**Run 1: signal metal coverage by tile**

(4 px per um) The die is cut into 16 by 16 equal tiles; dark purple is low, yellow is high, scaled to the fullest tile. Values are wire area over tile area, all layers added.
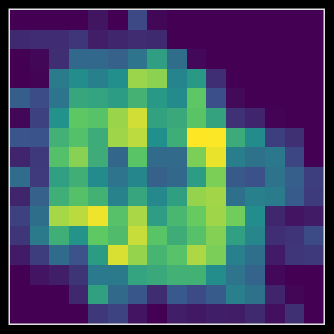
**Run 1: cell sizes after repair**

(4 px per um)
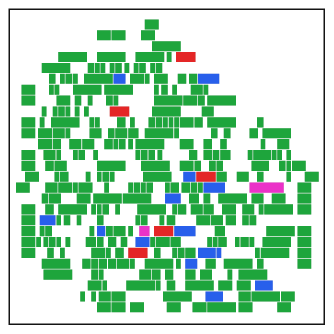
**Run 1: layout detail**

Region (14, 28) to (64, 78) um. Cells in gray, sequential cells in the stronger gray; small squares are vias.
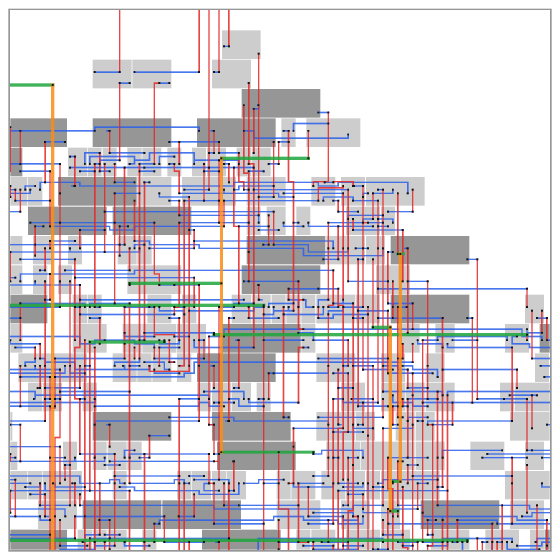
## config.mk

```make
export PLATFORM = sky130hd
export DESIGN_NAME = wash_cycle_seq_flat
export DESIGN_NICKNAME = d
export VERILOG_FILES = /design/src/rtl/wash_cycle_seq_pkg.sv /design/src/rtl/wash_cycle_seq_if.sv /design/src/rtl/wash_cycle_seq_phase_pick.sv /design/src/rtl/wash_cycle_seq.sv /design/src/flat_wrapper.sv
export SDC_FILE = /design/constraint.sdc
export NUM_CORES = 1
export LEC_CHECK = 0
export CAP_MARGIN = 20
export CORE_UTILIZATION = 38
export CTS_CLUSTER_DIAMETER = 200
export DETAILED_ROUTE_END_ITERATION = 10
export PLACE_DENSITY_LB_ADDON = 0.3
export RECOVER_POWER = 50
export SLEW_MARGIN = 20
export SYNTH_ARGS = -nofsm -noshare
export SYNTH_HDL_FRONTEND = slang
export SYNTH_SLANG_ARGS = --single-unit
export TNS_END_PERCENT = 10
```

## constraint.sdc

```tcl
create_clock -name clk -period 4.9 [get_ports clk]
set_clock_uncertainty 0.2 [all_clocks]
set_input_delay 0.49 -clock clk [delete_from_list [all_inputs] [get_ports clk]]
set_output_delay 0.49 -clock clk [all_outputs]
set_load 0.02 [all_outputs]
```

## src/rtl/wash_cycle_seq_pkg.sv

```systemverilog
// Shared constants and state type for the wash cycle sequencer.
package wash_seq_pkg;

  localparam logic [1:0] IDLE  = 2'd0;
  localparam logic [1:0] RUN   = 2'd1;
  localparam logic [1:0] PAUSE = 2'd2;

  localparam int DEF_NUM_PHASES = 4;
  localparam int DEF_TIMER_W    = 5;

  typedef enum logic [1:0] {
    ST_IDLE  = IDLE,
    ST_RUN   = RUN,
    ST_PAUSE = PAUSE
  } wash_state_t;

endpackage

```

## src/rtl/wash_cycle_seq_if.sv

```systemverilog
// Panel/timebase inputs and actuator/status outputs of the wash sequencer.
// master = panel side driving requests, slave = sequencer.
interface wash_cycle_seq_if
  import wash_seq_pkg::*;
#(
  parameter int NUM_PHASES = DEF_NUM_PHASES,
  parameter int TIMER_W    = DEF_TIMER_W
);
  localparam int IDX_W = $clog2(NUM_PHASES);

  logic                          start_but_pressed;
  logic                          pause_req;
  logic                          abort_req;
  logic                          hfminute_tick;
  logic [NUM_PHASES-1:0]         phase_en;
  logic [NUM_PHASES*TIMER_W-1:0] phase_dur;

  logic [NUM_PHASES-1:0]         phase_act;
  logic [IDX_W-1:0]              cur_phase;
  logic [TIMER_W-1:0]            time_left;
  logic                          busy;
  logic                          paused;
  logic                          cycle_done;

  modport master (
    output start_but_pressed, pause_req, abort_req, hfminute_tick, phase_en, phase_dur,
    input  phase_act, cur_phase, time_left, busy, paused, cycle_done
  );

  modport slave (
    input  start_but_pressed, pause_req, abort_req, hfminute_tick, phase_en, phase_dur,
    output phase_act, cur_phase, time_left, busy, paused, cycle_done
  );

endinterface

```

## src/rtl/wash_cycle_seq_phase_pick.sv

```systemverilog
// Finds the lowest set mask bit strictly above base (or anywhere when
// from_start is set, i.e. searching from index -1).
module phase_pick #(
  parameter int N = 4
) (
  input  logic [N-1:0]         mask,
  input  logic                 from_start,
  input  logic [$clog2(N)-1:0] base,
  output logic                 found,
  output logic [$clog2(N)-1:0] idx
);

  // scan high to low so the last qualifying hit is the lowest index
  always_comb begin
    found = 1'b0;
    idx   = '0;
    for (int i = N - 1; i >= 0; i--) begin
      if (mask[i] && (from_start || (i > int'(base)))) begin
        found = 1'b1;
        idx   = ($clog2(N))'(i);
      end
    end
  end

endmodule

```

## src/rtl/wash_cycle_seq.sv

```systemverilog
// Multi-phase wash sequencer: runs enabled phases in index order, each for
// its latched duration in half-minute ticks, with pause/resume and abort.
// All outputs are registered from next-state values.
module wash_cycle_seq
  import wash_seq_pkg::*;
#(
  parameter int NUM_PHASES = DEF_NUM_PHASES,
  parameter int TIMER_W    = DEF_TIMER_W
) (
  input logic             clk,
  input logic             rstb,
  wash_cycle_seq_if.slave bus
);

  localparam int IDX_W = $clog2(NUM_PHASES);

  wash_state_t                        st_q, st_n;
  logic [TIMER_W-1:0]                 tmr_q, tmr_n;
  logic [IDX_W-1:0]                   cur_q, cur_n;
  logic [NUM_PHASES-1:0]              en_q, en_n;
  logic [NUM_PHASES-1:0][TIMER_W-1:0] dur_q, dur_n;
  logic [NUM_PHASES-1:0][TIMER_W-1:0] dur_in;
  logic [NUM_PHASES-1:0]              act_q, act_n;
  logic                               busy_q, paused_q, done_q, done_n;

  logic                               first_found, next_found;
  logic [IDX_W-1:0]                   first_idx, next_idx;

  // flat panel bus reinterpreted as one duration per phase
  assign dur_in = bus.phase_dur;

  // first phase of a new cycle comes from the live panel mask
  phase_pick #(.N(NUM_PHASES)) u_first (
    .mask       (bus.phase_en),
    .from_start (1'b1),
    .base       ('0),
    .found      (first_found),
    .idx        (first_idx)
  );

  // successor phase comes from the mask latched at start
  phase_pick #(.N(NUM_PHASES)) u_next (
    .mask       (en_q),
    .from_start (1'b0),
    .base       (cur_q),
    .found      (next_found),
    .idx        (next_idx)
  );

  // next-state, timer and output decode; abort > pause > expiry > tick
  always_comb begin
    st_n   = st_q;
    tmr_n  = tmr_q;
    cur_n  = cur_q;
    en_n   = en_q;
    dur_n  = dur_q;
    done_n = 1'b0;
    act_n  = '0;
    unique case (st_q)
      ST_IDLE: begin
        // first_found doubles as the "mask nonzero" qualifier
        if (bus.start_but_pressed && first_found && !bus.abort_req) begin
          st_n  = ST_RUN;
          en_n  = bus.phase_en;
          dur_n = dur_in;
          cur_n = first_idx;
          tmr_n = dur_in[first_idx];
        end
      end
      ST_RUN: begin
        if (bus.abort_req) begin
          st_n  = ST_IDLE;
          tmr_n = '0;
          cur_n = '0;
        end else if (bus.pause_req) begin
          st_n = ST_PAUSE;
        end else if (tmr_q == '0) begin
          // expiry wins over a coincident tick, so the new phase gets its full time
          if (next_found) begin
            cur_n = next_idx;
            tmr_n = dur_q[next_idx];
          end else begin
            st_n   = ST_IDLE;
            tmr_n  = '0;
            cur_n  = '0;
            done_n = 1'b1;
          end
        end else if (bus.hfminute_tick) begin
          tmr_n = tmr_q - TIMER_W'(1);
        end
      end
      ST_PAUSE: begin
        if (bus.abort_req) begin
          st_n  = ST_IDLE;
          tmr_n = '0;
          cur_n = '0;
        end else if (!bus.pause_req) begin
          st_n = ST_RUN;
        end
      end
      default: begin
        st_n  = ST_IDLE;
        tmr_n = '0;
        cur_n = '0;
      end
    endcase
    if (st_n == ST_RUN) act_n[cur_n] = 1'b1;
  end

  // state, timer, latched config and output registers
  always_ff @(posedge clk) begin
    if (!rstb) begin
      st_q     <= ST_IDLE;
      tmr_q    <= '0;
      cur_q    <= '0;
      en_q     <= '0;
      dur_q    <= '0;
      act_q    <= '0;
      busy_q   <= 1'b0;
      paused_q <= 1'b0;
      done_q   <= 1'b0;
    end else begin
      st_q     <= st_n;
      tmr_q    <= tmr_n;
      cur_q    <= cur_n;
      en_q     <= en_n;
      dur_q    <= dur_n;
      act_q    <= act_n;
      busy_q   <= (st_n != ST_IDLE);
      paused_q <= (st_n == ST_PAUSE);
      done_q   <= done_n;
    end
  end

  assign bus.phase_act  = act_q;
  assign bus.cur_phase  = cur_q;
  assign bus.time_left  = tmr_q;
  assign bus.busy       = busy_q;
  assign bus.paused     = paused_q;
  assign bus.cycle_done = done_q;

endmodule
```

## src/flat_wrapper.sv

```systemverilog
// flat-port wrapper written by rule: the top's interface ports become plain ports
module wash_cycle_seq_flat import wash_seq_pkg::*;
#(
  parameter int NUM_PHASES = DEF_NUM_PHASES,
  parameter int TIMER_W    = DEF_TIMER_W
)
  (clk, rstb, bus_start_but_pressed, bus_pause_req, bus_abort_req, bus_hfminute_tick, bus_phase_en, bus_phase_dur, bus_phase_act, bus_cur_phase, bus_time_left, bus_busy, bus_paused, bus_cycle_done);
  wash_cycle_seq_if #(.NUM_PHASES(NUM_PHASES), .TIMER_W(TIMER_W)) bus_i ();
  input logic clk;
  input logic rstb;
  input wire logic [$bits(bus_i.start_but_pressed)-1:0] bus_start_but_pressed;
  input wire logic [$bits(bus_i.pause_req)-1:0] bus_pause_req;
  input wire logic [$bits(bus_i.abort_req)-1:0] bus_abort_req;
  input wire logic [$bits(bus_i.hfminute_tick)-1:0] bus_hfminute_tick;
  input wire logic [$bits(bus_i.phase_en)-1:0] bus_phase_en;
  input wire logic [$bits(bus_i.phase_dur)-1:0] bus_phase_dur;
  output wire logic [$bits(bus_i.phase_act)-1:0] bus_phase_act;
  output wire logic [$bits(bus_i.cur_phase)-1:0] bus_cur_phase;
  output wire logic [$bits(bus_i.time_left)-1:0] bus_time_left;
  output wire logic [$bits(bus_i.busy)-1:0] bus_busy;
  output wire logic [$bits(bus_i.paused)-1:0] bus_paused;
  output wire logic [$bits(bus_i.cycle_done)-1:0] bus_cycle_done;
  assign bus_i.start_but_pressed = bus_start_but_pressed;
  assign bus_i.pause_req = bus_pause_req;
  assign bus_i.abort_req = bus_abort_req;
  assign bus_i.hfminute_tick = bus_hfminute_tick;
  assign bus_i.phase_en = bus_phase_en;
  assign bus_i.phase_dur = bus_phase_dur;
  assign bus_phase_act = bus_i.phase_act;
  assign bus_cur_phase = bus_i.cur_phase;
  assign bus_time_left = bus_i.time_left;
  assign bus_busy = bus_i.busy;
  assign bus_paused = bus_i.paused;
  assign bus_cycle_done = bus_i.cycle_done;
  wash_cycle_seq #(.NUM_PHASES(NUM_PHASES), .TIMER_W(TIMER_W)) u_core (.clk(clk), .rstb(rstb), .bus(bus_i));
endmodule
```

==> results.ini, run 1 <==
[run_status]
outcome=complete, no violations

[finish]
antennaDiodeCount=0
layout-drive-gt1-share=0.0662
final_nets=349
stdcell_count=389
utilization=0.489
regMostFlops=u_core.dur_q
n_fill_cell=572
syn_to_final_growth_pct=22.8
largest_reg_flops=19

[power_and_ir_drop]
maxPowerGroup=sequential cells
clk-power_uw=204
switching_share=0.311
powerSeq_uw=344
power_uw=736
p_leak_uw=0.00103
comb-power_uw=188
ir_drop_v=0.000107

[grt]
grt_max_degree=28
grt_pass1_vias=1931
met3_usage=0.0360
antenna_found_initial=0
grt_pass1_wl_um=9600
use_met2=0.309
overflow=0
grt_most_used_layer=met2
gr-usage-met1=0.283

[sta]
min_period_ns=2.84
fmax_mhz=352
hold_ws_ns=0.258
setup_viol=0
hold_violations=0
slew_violations=0
tightest_slew_ns=0.834

[drt]
wire_per_inst_um=15.0
drt_iter0_markers=142
num_vias=2138
totalWireLength_um=5830
drtPass1Iterations=5
topRoutingLayerUsed=met4
viasPerCell=5.50

[synthesis]
yosysChipArea_sq_um=2220
synth-xor-area-share=0.0118
top_cells_by_area=dfxtp_1 (34%), nand2_1 (9.0%), a21oi_1 (6.8%)
synth-seq-cells=38
yosys.area_share.simple=0.278
ys.flop_type=dfxtp_1
async_flop_share=0
yosysWarnings=0
synth_area_sq_um=2220
synth-edff-count=0
synth.top_cell.area_share=0.343

[clock_network]
ctsResizeCount=0
post_cts_buffers=0
numCtsBuffers=5
clk_pin_slew_worst_paths_ns=0.07
cts_max_path_buffers=2
clock-sinks=38
cts_tree=done

[floorplanning]
row_count=27
die_width_um=78.4
die_h_um=78.4

[placed_design]
place_inst=382
dp_slack_ns=1.83
place_area_sq_um=2670

[worst_setup_path]
crit_path_start=bus_phase_en[1]
worstSetupPathType=in -> reg
cp_data_required_time_ns=4.92
critPathArrivalTime_ns=2.86

[hold_path]
hold_path.class=reg -> reg
holdPathStages=2

Back to the opening pictures, 'signal metal coverage by tile':
30% of the tiles are over half the peak. The fullest tile reaches 0.46. The densest ninth of the die: center.

Back to the opening pictures, 'cell sizes after repair':
Green is x1 and smaller, cells 296, most used nand2_1. Red is x6 and larger, cells 5, most used clkbuf_8. Magenta is x3 and x4, cells 2. Blue is x2, cells 14, most used nor3b_2.

Back to the opening pictures, 'layout detail':
Blue is M1. Orange is M4. Green is M3. Red is M2.
Sequential cells in the window: 21. Most frequent: nand2_1 (34), dfxtp_1 (21), a21oi_1 (20). Netlist names of flops here include `u_core.dur_q` (15), `u_core.bus.time_left` (3), `u_core.en_q` (3). 149 logic cells have their middle in the window.

==> run 1: kinds of logic after synthesis <==
kind of cell             count (synthesis)
AND-OR/OR-AND                           84
XOR/XNOR                                 3
adder cells (fa/ha/maj)                  2
buffers and inverters                   35
flip-flops                              38
multiplexers                             2
AND/OR/NAND/NOR                        120
==> run 1: cells in the final DEF, fill, tap and decap left out, types with 3 or more instances in the layout <==
master           count
nor2b_1              4
clkbuf_8             5
nor3b_2              3
nand2b_1             9
nand2_1             53
a221o_1              6
nor3_1               7
dfxtp_1             38
a21oi_1             30
nand3_1              6
nor4_1               4
dlygate4sd3_1       16
nor3b_1              3
a2bb2oi_1            4
a221oi_1             3
clkdlybuf4s50_1     27
nor2_1              17
inv_1               16
a31oi_1              3
o21ai_0              6
xnor2_1              3
==> run 1: Yosys cell counts, types with 3 or more instances <==
master,number
a21oi_1,30
a221o_1,6
a221oi_1,3
a2bb2oi_1,3
a31oi_1,3
buf_2,7
clkbuf_1,9
dfxtp_1,38
inv_1,15
nand2_1,53
nand2b_1,9
nand3_1,6
nor2_1,17
nor2b_1,4
nor3_1,8
nor3b_1,3
nor3b_2,3
nor4_1,4
o21ai_0,5
o21ai_1,3
xnor2_1,3
==> run 1: critical path, cell delays in order <==
cell and delay [ns]:
dlygate4sd3_1 0.78, or4_1 0.64, nand2_1 0.16, o41ai_1 0.12
a22oi_1 0.44, nor3b_2 0.23
==> run 1: layout make-up <==
cell class | instances | area [sq um] | area share
flip-flops and latches | 38 | 761 | 0.279
clock buffers | 7 | 76.3 | 0.0280
inverters | 17 | 63.8 | 0.0234
repair buffers | 44 | 438 | 0.161
multi-input cells | 211 | 1290 | 0.475
well taps | 72 | 90.1 | 0.0331
==> run 1 -> run 2 <==
==> constraint.sdc (replaced) <==
create_clock -name clk -period 2.8 [get_ports clk]
set_clock_uncertainty 0.2 [all_clocks]
set_input_delay 0.28 -clock clk [delete_from_list [all_inputs] [get_ports clk]]
set_output_delay 0.28 -clock clk [all_outputs]
set_load 0.02 [all_outputs]
**Run 2: cell placement**

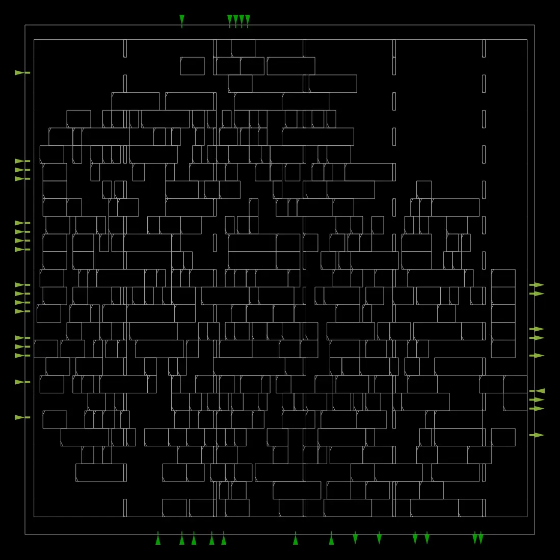
Well Taps: 72
utilization after layout: 0.514
final cell count without fillers: 399
fillers: 567
Row Count: 27

**Run 2: cell sizes after repair**

(4 px per um)
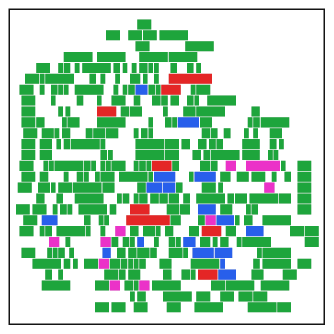
Magenta is x3 and x4, cells 10, most used buf_4. Green is x1 and smaller, cells 292, most used nand2_1. Red is x6 and larger, cells 8, most used clkbuf_8. Blue is x2, cells 17, most used nor3b_2.

**Run 2: floorplan with the power grid**

(6 px per um) Pins as bars on the die edge.
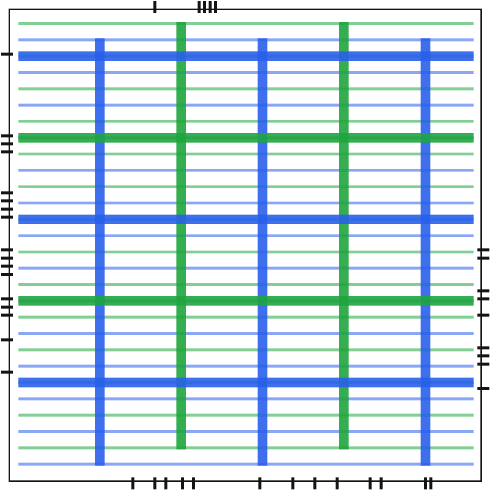
Green is VDD. Blue is VSS.
The core has 27 rows. 5 straps on met5.

==> run 2 against run 1 <==
  * Global-route usage up 0.64 points
  * Via count up 2.9%
  * Critical path depth up 1
  * Critical endpoint unchanged
  * Synthesized cell count unchanged
  * Sequential cell count unchanged
  * First-iteration DRC count down 5.6%
  * Clock-buffer cell count down 1
  * Largest cell class unchanged
==> results.ini, run 2 <==
[finish]
combGateArea_sq_um=1310  ; +0.87%
final_nets=358  ; +2.6%
layout.cells.most_common=nand2_1
syn_to_final_growth_pct=29.2
regMostFlops=u_core.dur_q
layout-drive-gt1-share=0.107  ; +0.0408
largest_reg_flops=19  ; unchanged
antennaDiodeCount=0  ; unchanged
layout_top_cells=nand2_1 (53), dfxtp_1 (38), a21oi_1 (30)
finalInstanceArea_sq_um=2870
seqCellArea_sq_um=761  ; unchanged

[clock_network]
clkLatencyLatePin_ns=0.30
cts.htree.levels=2
clk_pin_slew_worst_paths_ns=0.08  ; about the same
cts_tree=done
ctsResizeCount=0  ; unchanged
root_buffer=clkbuf_8
post_cts_buffers=0  ; unchanged
numCtsBuffers=5  ; unchanged
ctsHoldBuffers=0
clock-sinks=38  ; unchanged
cts_max_path_buffers=2  ; unchanged

[run_status]
outcome=complete, no violations

[hold_path]
hold_path_end=u_core.dur_q[1]
hold_path.class=reg -> reg
holdPathStages=2  ; unchanged
hold_start=u_core.dur_q[1]

[floorplanning]
die_width_um=78.4  ; unchanged
die_h_um=78.4  ; unchanged
die-area_sq_um=6150
fp_util=0.398
io_pins=44
core_area_sq_um=5570

[power_and_ir_drop]
power_uw=1530  ; +110%
ir_drop_v=0.000248  ; +130%
power.density_nw_per_um2=535
p_leak_uw=0.00111  ; +6.9%

[sta]
slew_headroom=0.391
setup_viol=0  ; unchanged
fmax_mhz=420
min_period_over_period=0.851
hold_violations=0  ; unchanged
min_period_ns=2.38
tightest_slew_ns=0.913  ; +0.0786 ns
slew_violations=0  ; unchanged
grt_setup_unrepaired=false
fin_ws_ns=0.418
tns_ns=0

[worst_setup_path]
slowest_stage=or4b_1
r2r-end=u_core.bus.phase_act[2]
worst-path-buf-inv=1  ; unchanged
rr_startpoint=u_core.bus.time_left[0]
path_delay_family=simple AND/OR/NAND/NOR gates
rrSetupSlack_ns=0.42
cp_cell_sequence=inv_1 > ha_1 > or4b_1 > o21ai_2 > o31ai_1 > a22oi_2 > nor3b_2
crit_path_start=u_core.bus.time_left[0]
critPathArrivalTime_ns=2.40  ; -0.46 ns
end_kind=flip-flop
cp_data_required_time_ns=2.82  ; -2.10 ns
critPathMaxStageDelay_ns=0.67  ; -0.11 ns
reg2reg_depth=7
worstSetupPathType=reg -> reg
critPathLaunchType=flip-flop
cp_max_fo=11

[synthesis]
yosysTopAreaCell=dfxtp_1
yosysChipArea_sq_um=2220  ; unchanged
synthesis.nets=316
synth-xor-area-share=0.0118  ; unchanged
synthAdderAreaFrac=0.0113
ys_seq_share=0.343
async_flop_share=0  ; unchanged
yosys_cells=284
top_cells_by_area=dfxtp_1 (34%), nand2_1 (9.0%), a21oi_1 (6.8%)
yosys.area_share.simple=0.278  ; unchanged
ys_sh_aoi=0.280
syn_area_per_cell_sq_um=7.81
yosysWarnings=0  ; unchanged
post-synth-top-count-cell=nand2_1
netlist_instances=284
ys_top_logic_family=AND-OR/OR-AND gates
synth_area_sq_um=2220  ; unchanged
yosys-mux-area-fraction=0.00902
synth-seq-cells=38  ; unchanged
synth-edff-count=0  ; unchanged
ys.flop_type=dfxtp_1
ys_types=62
synth.top_cell.area_share=0.343  ; unchanged
common_cells=nand2_1 (53), dfxtp_1 (38), a21oi_1 (30), nor2_1 (17), inv_1 (15)

[drt]
num_vias=2201  ; +2.9%
viasPerCell=5.52  ; +0.37%
drtPass1Iterations=5  ; unchanged
totalWireLength_um=6110  ; +4.7%
drc=0
drt_iter0_markers=134  ; -5.6%
drtAntennaViolNets=0
wire_per_inst_um=15.3  ; +2.1%

[grt]
antenna_found_initial=0  ; unchanged
overflow=0  ; unchanged
grt_max_degree=28  ; unchanged
grt_usage=0.212
grt_pass1_wl_um=10100  ; +5.3%
grt_pass1_vias=2087  ; +8.1%

[placed_design]
dp_slack_ns=0.324  ; -1.51 ns
dp_hpwl_um=4510
place_congestion=0.851
place_area_sq_um=2740  ; +2.5%
port_buffers=43

[run]
maxCapViolations=0
warnings=27

[run 2: cell counts after synthesis]
Identical to the previous run, type by type.
[run 2: worst max path at each step]
stage / cells past startpoint / to / slack [ns]
3_3_place_gp: 6 / u_core.bus.phase_act[2] / 0.42
6_report: 7 / u_core.bus.phase_act[2] / 0.42
5_1_grt: 7 / u_core.bus.phase_act[2] / 0.26
3_5_place_dp: 6 / u_core.bus.phase_act[2] / 0.32
2_1_floorplan: 7 / u_core.bus.time_left[2] / 0.60
4_1_cts: 5 / u_core.bus.time_left[2] / 0.46
[run 2: worst reg2reg max path, stage by stage, from the launching register on]
cell and delay [ns]:
dfxtp_1 0.36, inv_1 0.09, ha_1 0.20, or4b_1 0.68, o21ai_2 0.20, o31ai_1 0.10, a22oi_2 0.27, nor3b_2 0.23
[run 2: area by class of cell]
cell class / instances / share of cell area
sequential: 38 / 0.265
timing repair buffer: 53 / 0.175
tap: 72 / 0.0314
clock inverter: 2 / 0.0210
clock buffer: 6 / 0.0288
multi-input combinational: 211 / 0.456
inverter: 17 / 0.0223
[run 2: stage by stage]
stage | instances | hold slack [ns]
3_5_place_dp | 391 | 0.248
5_1_grt | 399 | 0.290
4_1_cts | 399 | 0.259
2_1_floorplan | 284 | 0.216
3_3_place_gp | 391 | 0.244
6_report | 399 | 0.259
[run 2: cells by family after synthesis]
family	count (synthesis)
buf+inv	35
xor+xnor	3
compound gates	84
fa+ha+maj	2
mux	2
flops	38
simple gates	120
[run 2: routing by layer]
metal	track usage	routed length, um
met5	0	0
met4	0.0759	84
met3	0.0407	269
met2	0.333	2840
met1	0.287	2910
[run 2: report_power, final]
group	internal [uW]	switching [uW]	leakage, uW	total [uW]
Sequential	570	31.0	0.000310	601
Clock	380	203	0.0000714	583
Combinational	159	192	0.000724	350
==> run 2 -> run 3 <==
--- a/config.mk
+++ b/config.mk
@@ -14,5 +14,6 @@
 export SLEW_MARGIN = 20
 export SYNTH_ARGS = -nofsm -noshare
 export SYNTH_HDL_FRONTEND = slang
+export SYNTH_HIERARCHICAL = 1
 export SYNTH_SLANG_ARGS = --single-unit
 export TNS_END_PERCENT = 10
**Run 3: floorplan with the power grid**

(6 px per um) Pins as bars on the die edge.
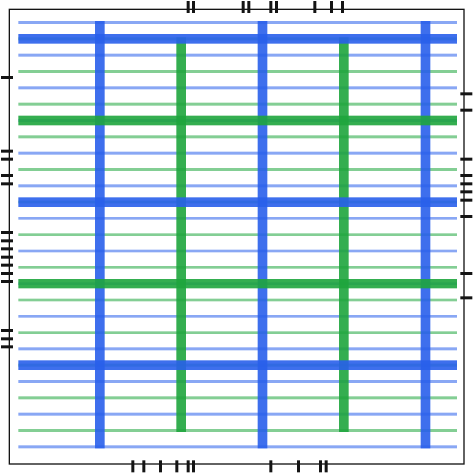
Die H: 75.5 um
VDD IR-drop max: 0.000316 V

**Run 3: signal metal coverage by tile**

(4 px per um) The die is cut into 15 by 15 equal tiles; dark purple is low, yellow is high, scaled to the fullest tile. Values are wire area over tile area, all layers added.
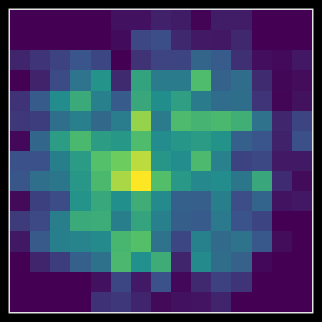
Total GRT Usage: 0.195
Routed WL: 5100 um

**Run 3: layout detail**

Region (13, 26) to (63, 76) um. Cells in gray, sequential cells in the stronger gray; small squares are vias.
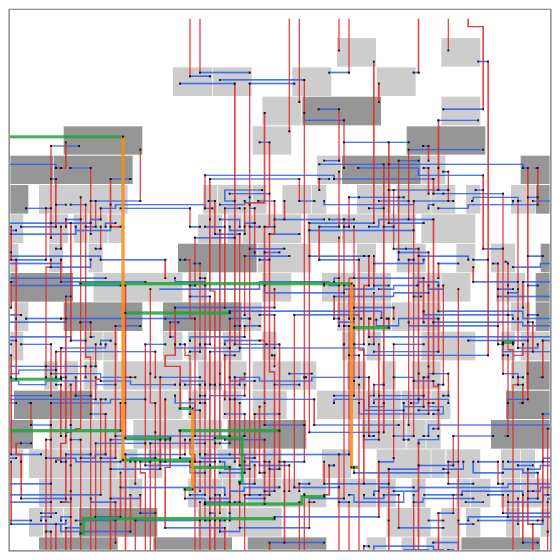
Green is M3. Orange is M4. Blue is M1. Red is M2.
Netlist names of flops here include `u_core/dur_q` (7), `u_core/bus.time_left` (3), `u_core/bus.cur_phase` (2). Most frequent: nand2_1 (25), a21oi_1 (17), dfxtp_1 (15). 148 logic cells have their middle in the window. Sequential cells in the window: 15.

==> run 3 against run 2 <==
  * Non-clock buffer count unchanged
  * Clock-buffer cell count up 1
  * Synthesized area down 7.4%
  * Design area down 5.2%
  * Sequential power up 3.5%
  * Synthesized cell count down 16%
  * Global-route usage down 1.7 points
  * Register-to-register slack worse by 0.12 ns
  * Maximum frequency down 4.8%
  * First-iteration DRC count up 11%
  * Worst setup slack worse by 0.12 ns
  * Critical endpoint is now u_core/bus.phase_act[2]
==> results.ini, run 3 <==
[sta]
min_period_ns=2.50  ; +0.119 ns
slew_headroom=0.605  ; +0.214
min_period_over_period=0.893  ; +0.0426
grt_setup_unrepaired=false
tightest_slew_ns=0.592  ; -0.321 ns
setup_viol=0  ; unchanged
hold_violations=0  ; unchanged
hold_ws_ns=0.257  ; -0.00243 ns

[clock_network]
cts_max_path_buffers=2  ; unchanged
ctsResizeCount=0  ; unchanged
root_buffer=clkbuf_8
clock-sinks=40  ; +5.3%
clk_pin_slew_worst_paths_ns=0.08  ; about the same
numCtsBuffers=5  ; unchanged
clkLatencyLatePin_ns=0.28  ; -0.02 ns
cts_tree=done
post_cts_buffers=0  ; unchanged
ctsHoldBuffers=0  ; unchanged
cts.htree.levels=2  ; unchanged

[synthesis]
post-synth-top-count-cell=nand2_1
synth-edff-count=0  ; unchanged
top_cells_by_area=dfxtp_1 (39%), mux4_2 (11%), nand2_1 (10%)
common_cells=nand2_1 (56), a21oi_1 (40), dfxtp_1 (40), clkbuf_1 (11), o21ai_0 (11)
syn_area_per_cell_sq_um=8.60  ; +10%
yosysWarnings=6  ; +6
ys.flop_type=dfxtp_1
synth.top_cell.area_share=0.390  ; +0.0468
netlist_instances=239  ; -16%
ys_seq_share=0.390  ; +0.0468
yosysTopAreaCell=dfxtp_1
synth_area_sq_um=2050  ; -7.4%
yosys_cells=239  ; -16%
yosysChipArea_sq_um=2050  ; -7.4%

[power_and_ir_drop]
clk-power_uw=393  ; -33%
p_leak_uw=0.00105  ; -5.3%
power_switching_uw=368  ; -14%
internal-power_uw=942  ; -15%
seqPwrFrac=0.474  ; +0.082
clockPowerShare=0.300  ; -0.080
comb_power_share=0.226  ; -0.002
switching_share=0.281  ; +0.00336
maxPowerGroup=sequential cells
powerSeq_uw=622  ; +3.5%
comb-power_uw=295  ; -16%
power.density_nw_per_um2=482  ; -9.9%

[worst_setup_path]
end_kind=flip-flop
cp_data_required_time_ns=2.80  ; -0.02 ns
worst-path-buf-inv=1  ; unchanged
critPathArrivalTime_ns=2.50  ; +0.10 ns
cp_max_fo=6  ; -5
critPathLaunchType=flip-flop
slowest_stage=dfxtp_1
critPathMaxStageDelay_ns=0.47  ; -0.20 ns
worstSetupPathType=reg -> reg
cp_cell_sequence=clkinv_1 > o32ai_1 > o21ai_0 > and4_1 > a22o_1 > a21oi_1 > nor3b_1
path_delay_family=AND-OR/OR-AND gates

[floorplanning]
core_area_sq_um=5170  ; -7.2%
fp_util=0.397  ; -0.000786
die_width_um=75.5  ; -3.7%
io_pins=44  ; unchanged
die-area_sq_um=5700  ; -7.2%

[finish]
largest_reg_flops=20  ; +1
regMostFlops=u_core/dur_q
layout_top_cells=nand2_1 (56), a21oi_1 (40), dfxtp_1 (40)
syn_to_final_growth_pct=32.3
final_nets=331  ; -7.5%
seqCellArea_sq_um=801  ; +5.3%
layout.cells.most_common=nand2_1
combGateArea_sq_um=1200  ; -8.2%
n_fill_cell=502  ; -11%

[grt]
grt_pass1_vias=1733  ; -17%
use_met2=0.324  ; -0.00893
gr-usage-met1=0.242  ; -0.0453
grt_most_used_layer=met2
overflow=0  ; unchanged
grt_pass1_wl_um=8110  ; -20%
grt_max_degree=25  ; -11%

[run]
warnings=26  ; -3.7%
maxCapViolations=0  ; unchanged

[drt]
wl_met3_um=245  ; -8.9%
wire_per_inst_um=13.8  ; -10%
drtPass1Iterations=5  ; unchanged
drtAntennaViolNets=0  ; unchanged
topRoutingLayerUsed=met4
drt_iter0_markers=149  ; +11%
num_vias=1895  ; -14%
route.met2.wl_um=2580  ; -9.2%
drt-met1-wl_um=2220  ; -24%
viasPerCell=5.11  ; -7.4%
drc=0  ; unchanged

[placed_design]
port_buffers=43  ; unchanged
dp_hpwl_um=3800  ; -16%

[run_status]
outcome=complete, no violations

run 3: cell types whose count changed in the layout (fill, tap and decap cells not counted), moves of 5 or more:
cell,before,now
nor2_1,17,7
nand2b_1,9,1
inv_1,16,8
conb_1,0,17
mux4_2,0,10
o21ai_0,5,11
a21oi_1,30,40
a221o_1,6,0
nand3_1,6,1
run 3: worst register-to-register path: cells and delay by family (launching register included):
family,cells,cell delay [ns]
buffers and inverters,1,0.10
AND/OR/NAND/NOR,2,0.50
flip-flops,1,0.47
AND-OR/OR-AND,4,1.14
run 3: worst paths after layout:
path	startpoint	end	slack, ns	cells after the start
max	u_core/bus.cur_phase[1]	u_core/bus.phase_act[2]	0.30	7
min	u_core/dur_q[2]	u_core/dur_q[2]	0.26	2
max reg2reg	u_core/bus.cur_phase[1]	u_core/bus.phase_act[2]	0.30	7
min reg2reg	u_core/dur_q[2]	u_core/dur_q[2]	0.26	2
run 3: kinds of logic after synthesis:
family,after synthesis,share of synthesized area
adders and majority gates,1,0.00609
muxes,12,0.119
DFF,40,0.390
other,2,0.00366
AOI/OAI and AO/OA,65,0.186
and+or+nand+nor,92,0.224
buffers and inverters,24,0.0585
xor gates and xnor gates,3,0.0128
run 3: cell type report:
cell class / count / share of cell area
Multi-Input combinational cell: 190 / 0.441
Clock buffer: 7 / 0.0318
Sequential cell: 40 / 0.295
Timing Repair Buffer: 53 / 0.184
Tap cell: 70 / 0.0322
Inverter: 10 / 0.0138
Clock inverter: 1 / 0.00276
run 3: per-stage QoR:
stage          worst slack (ns)  instances  total power, uW  cell area, sq um
3_3_place_gp              0.179        363              930              2630
3_5_place_dp              0.114        363              934              2630
5_1_grt                   0.175        371             1370              2720
6_report                  0.298        371             1310              2720
2_1_floorplan             0.365        254              809              2110
4_1_cts                   0.304        371             1330              2720
Power and IR drop assume default switching activity.
